### config.mk
export PLATFORM = sky130hd
export DESIGN_NAME = apb4_i2c_biu_flat
export DESIGN_NICKNAME = d
export VERILOG_FILES = /design/src/rtl/apb4_i2c_biu_if.sv /design/src/rtl/apb4_i2c_biu.sv /design/src/flat_wrapper.sv
export SDC_FILE = /design/constraint.sdc
export NUM_CORES = 1
export LEC_CHECK = 0
export ABC_AREA = 1
export CAP_MARGIN = 5
export CORE_ASPECT_RATIO = 1.5
export CORE_MARGIN = 3
export CORE_UTILIZATION = 39
export DETAILED_ROUTE_END_ITERATION = 7
export PLACE_DENSITY = 0.91
export SETUP_SLACK_MARGIN = 0.4
export SLEW_MARGIN = 20
export SYNTH_ARGS = -nofsm -noshare
export SYNTH_HDL_FRONTEND = slang
export SYNTH_SLANG_ARGS = --single-unit
### constraint.sdc
create_clock -name pclk -period 1.46 [get_ports pclk]
set_input_delay 0.292 -clock pclk [delete_from_list [all_inputs] [get_ports pclk]]
set_output_delay 0.292 -clock pclk [all_outputs]
set_load 0.02 [all_outputs]
### src/rtl/apb4_i2c_biu_if.sv
// APB4 slave bus plus the register-side req/ack port of the I2C bus interface unit.
// The slave modport is the BIU view; the master modport drives the APB side and answers the register side.
interface apb4_i2c_biu_if #(
  parameter int ADDR_WIDTH     = 5,
  parameter int APB_DATA_WIDTH = 32,
  parameter int REG_DATA_WIDTH = 16
);
  localparam int STRB_W = APB_DATA_WIDTH / 8;

  logic                      psel;
  logic                      penable;
  logic                      pwrite;
  logic [ADDR_WIDTH-1:0]     paddr;
  logic [APB_DATA_WIDTH-1:0] pwdata;
  logic [STRB_W-1:0]         pstrb;
  logic [APB_DATA_WIDTH-1:0] prdata;
  logic                      pready;
  logic                      pslverr;

  logic                      reg_req;
  logic                      reg_we;
  logic [ADDR_WIDTH-3:0]     reg_addr;
  logic [STRB_W-1:0]         reg_be;
  logic [APB_DATA_WIDTH-1:0] reg_wdata;
  logic                      reg_ack;
  logic [REG_DATA_WIDTH-1:0] reg_rdata;
  logic                      reg_err;

  modport slave (
    input  psel, penable, pwrite, paddr, pwdata, pstrb,
    output prdata, pready, pslverr,
    output reg_req, reg_we, reg_addr, reg_be, reg_wdata,
    input  reg_ack, reg_rdata, reg_err
  );

  modport master (
    output psel, penable, pwrite, paddr, pwdata, pstrb,
    input  prdata, pready, pslverr,
    input  reg_req, reg_we, reg_addr, reg_be, reg_wdata,
    output reg_ack, reg_rdata, reg_err
  );
endinterface

### src/rtl/apb4_i2c_biu.sv
// APB4 to register req/ack bridge; pready two cycles after setup at best, one cycle for decode errors and no-op writes.
// Wait states are inserted while the register side withholds reg_ack, bounded by TIMEOUT (0 = unbounded).
module apb4_i2c_biu #(
  parameter int ADDR_WIDTH     = 5,
  parameter int APB_DATA_WIDTH = 32,
  parameter int REG_DATA_WIDTH = 16,
  parameter int NUM_REGS       = 8,
  parameter int TIMEOUT        = 15
) (
  input logic           pclk,
  input logic           presetn,
  apb4_i2c_biu_if.slave bus
);
  localparam int IDX_W  = ADDR_WIDTH - 2;
  localparam int STRB_W = APB_DATA_WIDTH / 8;
  localparam int CNT_W  = (TIMEOUT > 0) ? $clog2(TIMEOUT + 1) : 1;
  localparam logic [CNT_W-1:0] CNT_LAST = CNT_W'((TIMEOUT > 0) ? TIMEOUT - 1 : 0);

  typedef enum logic [1:0] {IDLE, REQ, RESP} state_t;

  state_t                    r_state, w_state_nxt;
  logic [CNT_W-1:0]          r_cnt, w_cnt_nxt;
  logic                      r_req, w_req_nxt;
  logic                      r_we, w_we_nxt;
  logic [IDX_W-1:0]          r_addr, w_addr_nxt;
  logic [STRB_W-1:0]         r_be, w_be_nxt;
  logic [APB_DATA_WIDTH-1:0] r_wdata, w_wdata_nxt;
  logic [APB_DATA_WIDTH-1:0] r_prdata, w_prdata_nxt;
  logic                      r_pready, w_pready_nxt;
  logic                      r_pslverr, w_pslverr_nxt;

  logic             w_setup;
  logic             w_bad_addr;
  logic             w_timeout;
  logic [IDX_W-1:0] w_idx;

  assign w_idx      = bus.paddr[ADDR_WIDTH-1:2];
  assign w_setup    = bus.psel & ~bus.penable;
  assign w_bad_addr = (bus.paddr[1:0] != 2'b00) || (32'(w_idx) >= NUM_REGS);
  assign w_timeout  = (TIMEOUT > 0) && (r_cnt == CNT_LAST);

  always_ff @(posedge pclk or negedge presetn) begin
    if (!presetn) begin
      r_state   <= IDLE;
      r_cnt     <= '0;
      r_req     <= 1'b0;
      r_we      <= 1'b0;
      r_addr    <= '0;
      r_be      <= '0;
      r_wdata   <= '0;
      r_prdata  <= '0;
      r_pready  <= 1'b0;
      r_pslverr <= 1'b0;
    end else begin
      r_state   <= w_state_nxt;
      r_cnt     <= w_cnt_nxt;
      r_req     <= w_req_nxt;
      r_we      <= w_we_nxt;
      r_addr    <= w_addr_nxt;
      r_be      <= w_be_nxt;
      r_wdata   <= w_wdata_nxt;
      r_prdata  <= w_prdata_nxt;
      r_pready  <= w_pready_nxt;
      r_pslverr <= w_pslverr_nxt;
    end
  end

  always_comb begin
    w_state_nxt   = r_state;
    w_cnt_nxt     = r_cnt;
    w_req_nxt     = r_req;
    w_we_nxt      = r_we;
    w_addr_nxt    = r_addr;
    w_be_nxt      = r_be;
    w_wdata_nxt   = r_wdata;
    w_prdata_nxt  = '0;
    w_pready_nxt  = 1'b0;
    w_pslverr_nxt = 1'b0;

    unique case (r_state)
      IDLE: begin
        w_cnt_nxt = '0;
        if (w_setup) begin
          w_we_nxt    = bus.pwrite;
          w_addr_nxt  = w_idx;
          w_wdata_nxt = bus.pwdata;
          w_be_nxt    = bus.pwrite ? bus.pstrb : '1;
          if (w_bad_addr) begin
            w_state_nxt   = RESP;
            w_pready_nxt  = 1'b1;
            w_pslverr_nxt = 1'b1;
          end else if (bus.pwrite && (bus.pstrb == '0)) begin
            w_state_nxt  = RESP;
            w_pready_nxt = 1'b1;
          end else begin
            w_state_nxt = REQ;
            w_req_nxt   = 1'b1;
          end
        end
      end
      REQ: begin
        w_cnt_nxt = r_cnt + CNT_W'(1);
        if (bus.reg_ack) begin
          w_state_nxt   = RESP;
          w_req_nxt     = 1'b0;
          w_pready_nxt  = 1'b1;
          w_pslverr_nxt = bus.reg_err;
          w_prdata_nxt  = r_we ? '0 : APB_DATA_WIDTH'(bus.reg_rdata);
        end else if (w_timeout) begin
          w_state_nxt   = RESP;
          w_req_nxt     = 1'b0;
          w_pready_nxt  = 1'b1;
          w_pslverr_nxt = 1'b1;
        end else if (!bus.psel) begin
          // Master abandoned the transfer: drop the request silently.
          w_state_nxt = IDLE;
          w_req_nxt   = 1'b0;
        end
      end
      RESP: begin
        w_state_nxt = IDLE;
        w_cnt_nxt   = '0;
      end
      default: w_state_nxt = IDLE;
    endcase
  end

  assign bus.prdata    = r_prdata;
  assign bus.pready    = r_pready;
  assign bus.pslverr   = r_pslverr;
  assign bus.reg_req   = r_req;
  assign bus.reg_we    = r_we;
  assign bus.reg_addr  = r_addr;
  assign bus.reg_be    = r_be;
  assign bus.reg_wdata = r_wdata;
endmodule

### src/flat_wrapper.sv
// flat-port wrapper written by rule: the top's interface ports become plain ports
module apb4_i2c_biu_flat 
#(
  parameter int ADDR_WIDTH     = 5,
  parameter int APB_DATA_WIDTH = 32,
  parameter int REG_DATA_WIDTH = 16,
  parameter int NUM_REGS       = 8,
  parameter int TIMEOUT        = 15
)
  (pclk, presetn, bus_psel, bus_penable, bus_pwrite, bus_paddr, bus_pwdata, bus_pstrb, bus_prdata, bus_pready, bus_pslverr, bus_reg_req, bus_reg_we, bus_reg_addr, bus_reg_be, bus_reg_wdata, bus_reg_ack, bus_reg_rdata, bus_reg_err);
  apb4_i2c_biu_if #(.ADDR_WIDTH(ADDR_WIDTH), .APB_DATA_WIDTH(APB_DATA_WIDTH), .REG_DATA_WIDTH(REG_DATA_WIDTH)) bus_i ();
  input logic pclk;
  input logic presetn;
  input wire logic [$bits(bus_i.psel)-1:0] bus_psel;
  input wire logic [$bits(bus_i.penable)-1:0] bus_penable;
  input wire logic [$bits(bus_i.pwrite)-1:0] bus_pwrite;
  input wire logic [$bits(bus_i.paddr)-1:0] bus_paddr;
  input wire logic [$bits(bus_i.pwdata)-1:0] bus_pwdata;
  input wire logic [$bits(bus_i.pstrb)-1:0] bus_pstrb;
  output wire logic [$bits(bus_i.prdata)-1:0] bus_prdata;
  output wire logic [$bits(bus_i.pready)-1:0] bus_pready;
  output wire logic [$bits(bus_i.pslverr)-1:0] bus_pslverr;
  output wire logic [$bits(bus_i.reg_req)-1:0] bus_reg_req;
  output wire logic [$bits(bus_i.reg_we)-1:0] bus_reg_we;
  output wire logic [$bits(bus_i.reg_addr)-1:0] bus_reg_addr;
  output wire logic [$bits(bus_i.reg_be)-1:0] bus_reg_be;
  output wire logic [$bits(bus_i.reg_wdata)-1:0] bus_reg_wdata;
  input wire logic [$bits(bus_i.reg_ack)-1:0] bus_reg_ack;
  input wire logic [$bits(bus_i.reg_rdata)-1:0] bus_reg_rdata;
  input wire logic [$bits(bus_i.reg_err)-1:0] bus_reg_err;
  assign bus_i.psel = bus_psel;
  assign bus_i.penable = bus_penable;
  assign bus_i.pwrite = bus_pwrite;
  assign bus_i.paddr = bus_paddr;
  assign bus_i.pwdata = bus_pwdata;
  assign bus_i.pstrb = bus_pstrb;
  assign bus_prdata = bus_i.prdata;
  assign bus_pready = bus_i.pready;
  assign bus_pslverr = bus_i.pslverr;
  assign bus_reg_req = bus_i.reg_req;
  assign bus_reg_we = bus_i.reg_we;
  assign bus_reg_addr = bus_i.reg_addr;
  assign bus_reg_be = bus_i.reg_be;
  assign bus_reg_wdata = bus_i.reg_wdata;
  assign bus_i.reg_ack = bus_reg_ack;
  assign bus_i.reg_rdata = bus_reg_rdata;
  assign bus_i.reg_err = bus_reg_err;
  apb4_i2c_biu #(.ADDR_WIDTH(ADDR_WIDTH), .APB_DATA_WIDTH(APB_DATA_WIDTH), .REG_DATA_WIDTH(REG_DATA_WIDTH), .NUM_REGS(NUM_REGS), .TIMEOUT(TIMEOUT)) u_core (.pclk(pclk), .presetn(presetn), .bus(bus_i));
endmodule
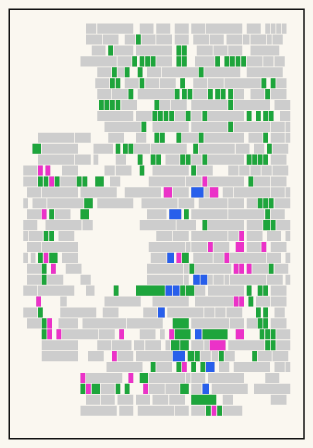
(images/gates.png)
legend:
  nand cells:
    colour: green
    cells: 144
    most_used: nand2_1
    where: widely spread
  nor cells:
    colour: magenta
    cells: 35
    most_used: nor2_1
  aoi and oai cells:
    colour: blue
    cells: 12

==> impl_metrics.ini <==
; implementation run metrics
[run_status]
status = finished clean

[final_layout]
final.clkbuf_count = 12
comb_share = 0.2034
dominant-cell-class = non-clock buffers
largest_reg_flops = 32
fin_cells = 553
nets = 538
lay_top_cells = nand2_1 (125), buf_6 (66), dfrtp_1 (63)
flops = 65
clk_share = 0.03809
nonClkBufAreaFrac = 0.3782
seq-cell-share = 0.3444
ff_latch_area_um2 = 1629
finalInstanceArea_um2 = 4731
antenna_cells = 0
fin_util = 0.7243
comb_cells = 209
fill_cells = 406
logic_area_um2 = 962.2
nNonClkBuffers = 174
area_growth_pct = 79.62
layout_top_cell = nand2_1
n_all_inverters = 13
final_layout_size_suffix_gt1_frac = 0.3333

[global_routing]
met2_usage = 0.3694
grt_pass1_vias = 2536
grt_pass1_wl_um = 11880
top_usage_layer = met2
overflow = 0
antenna_found_initial = 0
grt_max_degree = 66

[synth]
synthTopCellsByCount = nand2_1 (139), dfrtp_1 (65), nor2_1 (34)
postSynthSeqShare = 0.6176
ys_top_cells_by_area = dfrtp_1 (62%), nand2_1 (20%), buf_4 (5.7%)
synthArstFlopShare = 1.000
ys_sh_simple = 0.2622
yosysWarnings = 0
ys_sh_xor = 0
ys_area_um2 = 2634
synthAdderAreaFrac = 0.009501
flop_cell = dfrtp_1
mux_share = 0
edf_count = 0
syn-cell-area_um2 = 2634
yosysMostFrequentCell = nand2_1
synth.top_cell.area_share = 0.6176
ys_top_logic_family = simple AND/OR/NAND/NOR gates
synth_top_cell_by_area = dfrtp_1
synth-seq-cells = 65
syn_area_per_cell_um2 = 8.898

[place]
dpl_worst_slack_ps = -116.3
hpwl_um = 5222
dpl-instance-area_um2 = 3905
gp_congestion = 0.8518
io_buffer_count = 122
placed_cells = 491

[power_and_ir_drop]
powerComb_uw = 1720
power.density_nw_per_um2 = 1135
p_leak_uw = 0.002398
internal_power_uw = 3706
ir_drop_mv = 0.8220
finalPower_uw = 5367
power_leader = registers
swShare = 0.3095
p_sw_uw = 1661
p_seq_uw = 2190
p_comb_frac = 0.320
p_clk_frac = 0.272
pg_clk_uw = 1460

[timing]
max_freq_ghz = 0.7716
period_needed_ps = 1296
whs_ps = 465.0
finalClockPeriodUsage = 0.8877
rsz0062_at_grt = yes
drv_slew = 0
skew_ps = 9.067
worst_slack_ps = 163.9
setup_violations = 0
tns_ps = 0
hold_viol = 0

[clocking]
cts_sinks = 65
clockBufferDepth = 2
cts_resized = 358
cts_made_buffers = 9
clkLatencyLatePin_ps = 350
clock_tree.root_cell = clkbuf_8
clkSlewWorstSetupHoldPaths_ps = 70
tritoncts = built
cts_hold_buf = 1
cts_setup_buffers = 17

[floorplan]
initCoreUtil = 0.4033
core_area_um2 = 6531
die_w_um = 73.10
nWellTaps = 76
ios = 139
dieHeight_um = 106.6
rows = 36
dieArea_um2 = 7796

[setup_path]
worstPathRequired_ps = 1700
critPathCaptureType = register
crit_fanout = 3
r2r_slack_ps = 160
cp_num_buf_inv = 1
path_class = register to register
crit_path_end = u_core.bus.reg_req
startpoint = u_core.r_cnt[0]
r2r_cells = 9
path_delay_family = simple AND/OR/NAND/NOR gates
arrival_ps = 1540
cpPeakStageDelay_ps = 410
crit_path_start_kind = register
r2r-start = u_core.r_cnt[0]
rr_endpoint = u_core.bus.reg_req
slowest_stage = dfrtp_1
crit_chain = inv_2 -> ha_4 -> nand3_4 -> nand2_2 -> nor2_1 -> nor2_1 -> nand2_1 -> nand2_1 -> nand2_2

[job]
warnings = 30

[route]
viasPerCell = 4.819
drt-total-wl_um = 8924
post_drt_wl_per_cell_um = 16.14
firstDrtPassIters = 5
route.top_layer_used = met4
wl_met2_um = 5074
met3_length_um = 612
ant_nets = 0
route.vias.total = 2665
drt-initial-drc-count = 245
drcViolationCount = 0
wl_met1_um = 2959

[worst_hold_path]
min-delay-start = bus_reg_rdata[6]
min_path_cells = 3
holdPathEnd = u_core.bus.prdata[6]
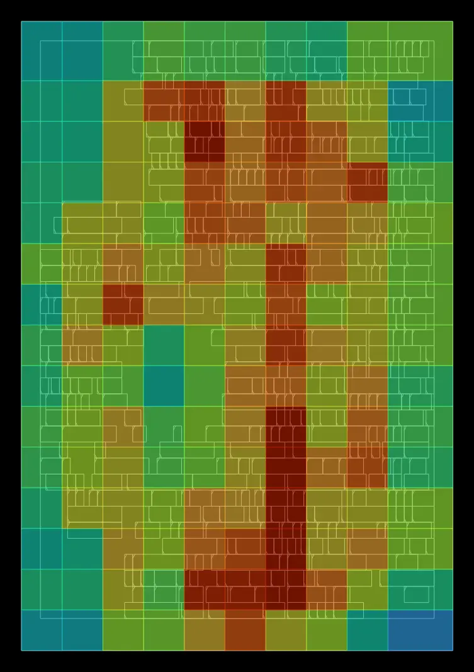
(images/congestion_map.png)
GR Layer Usage met1: 0.2001
Global Route met3 Usage: 0.05910
GRT Overall Usage: 0.2025

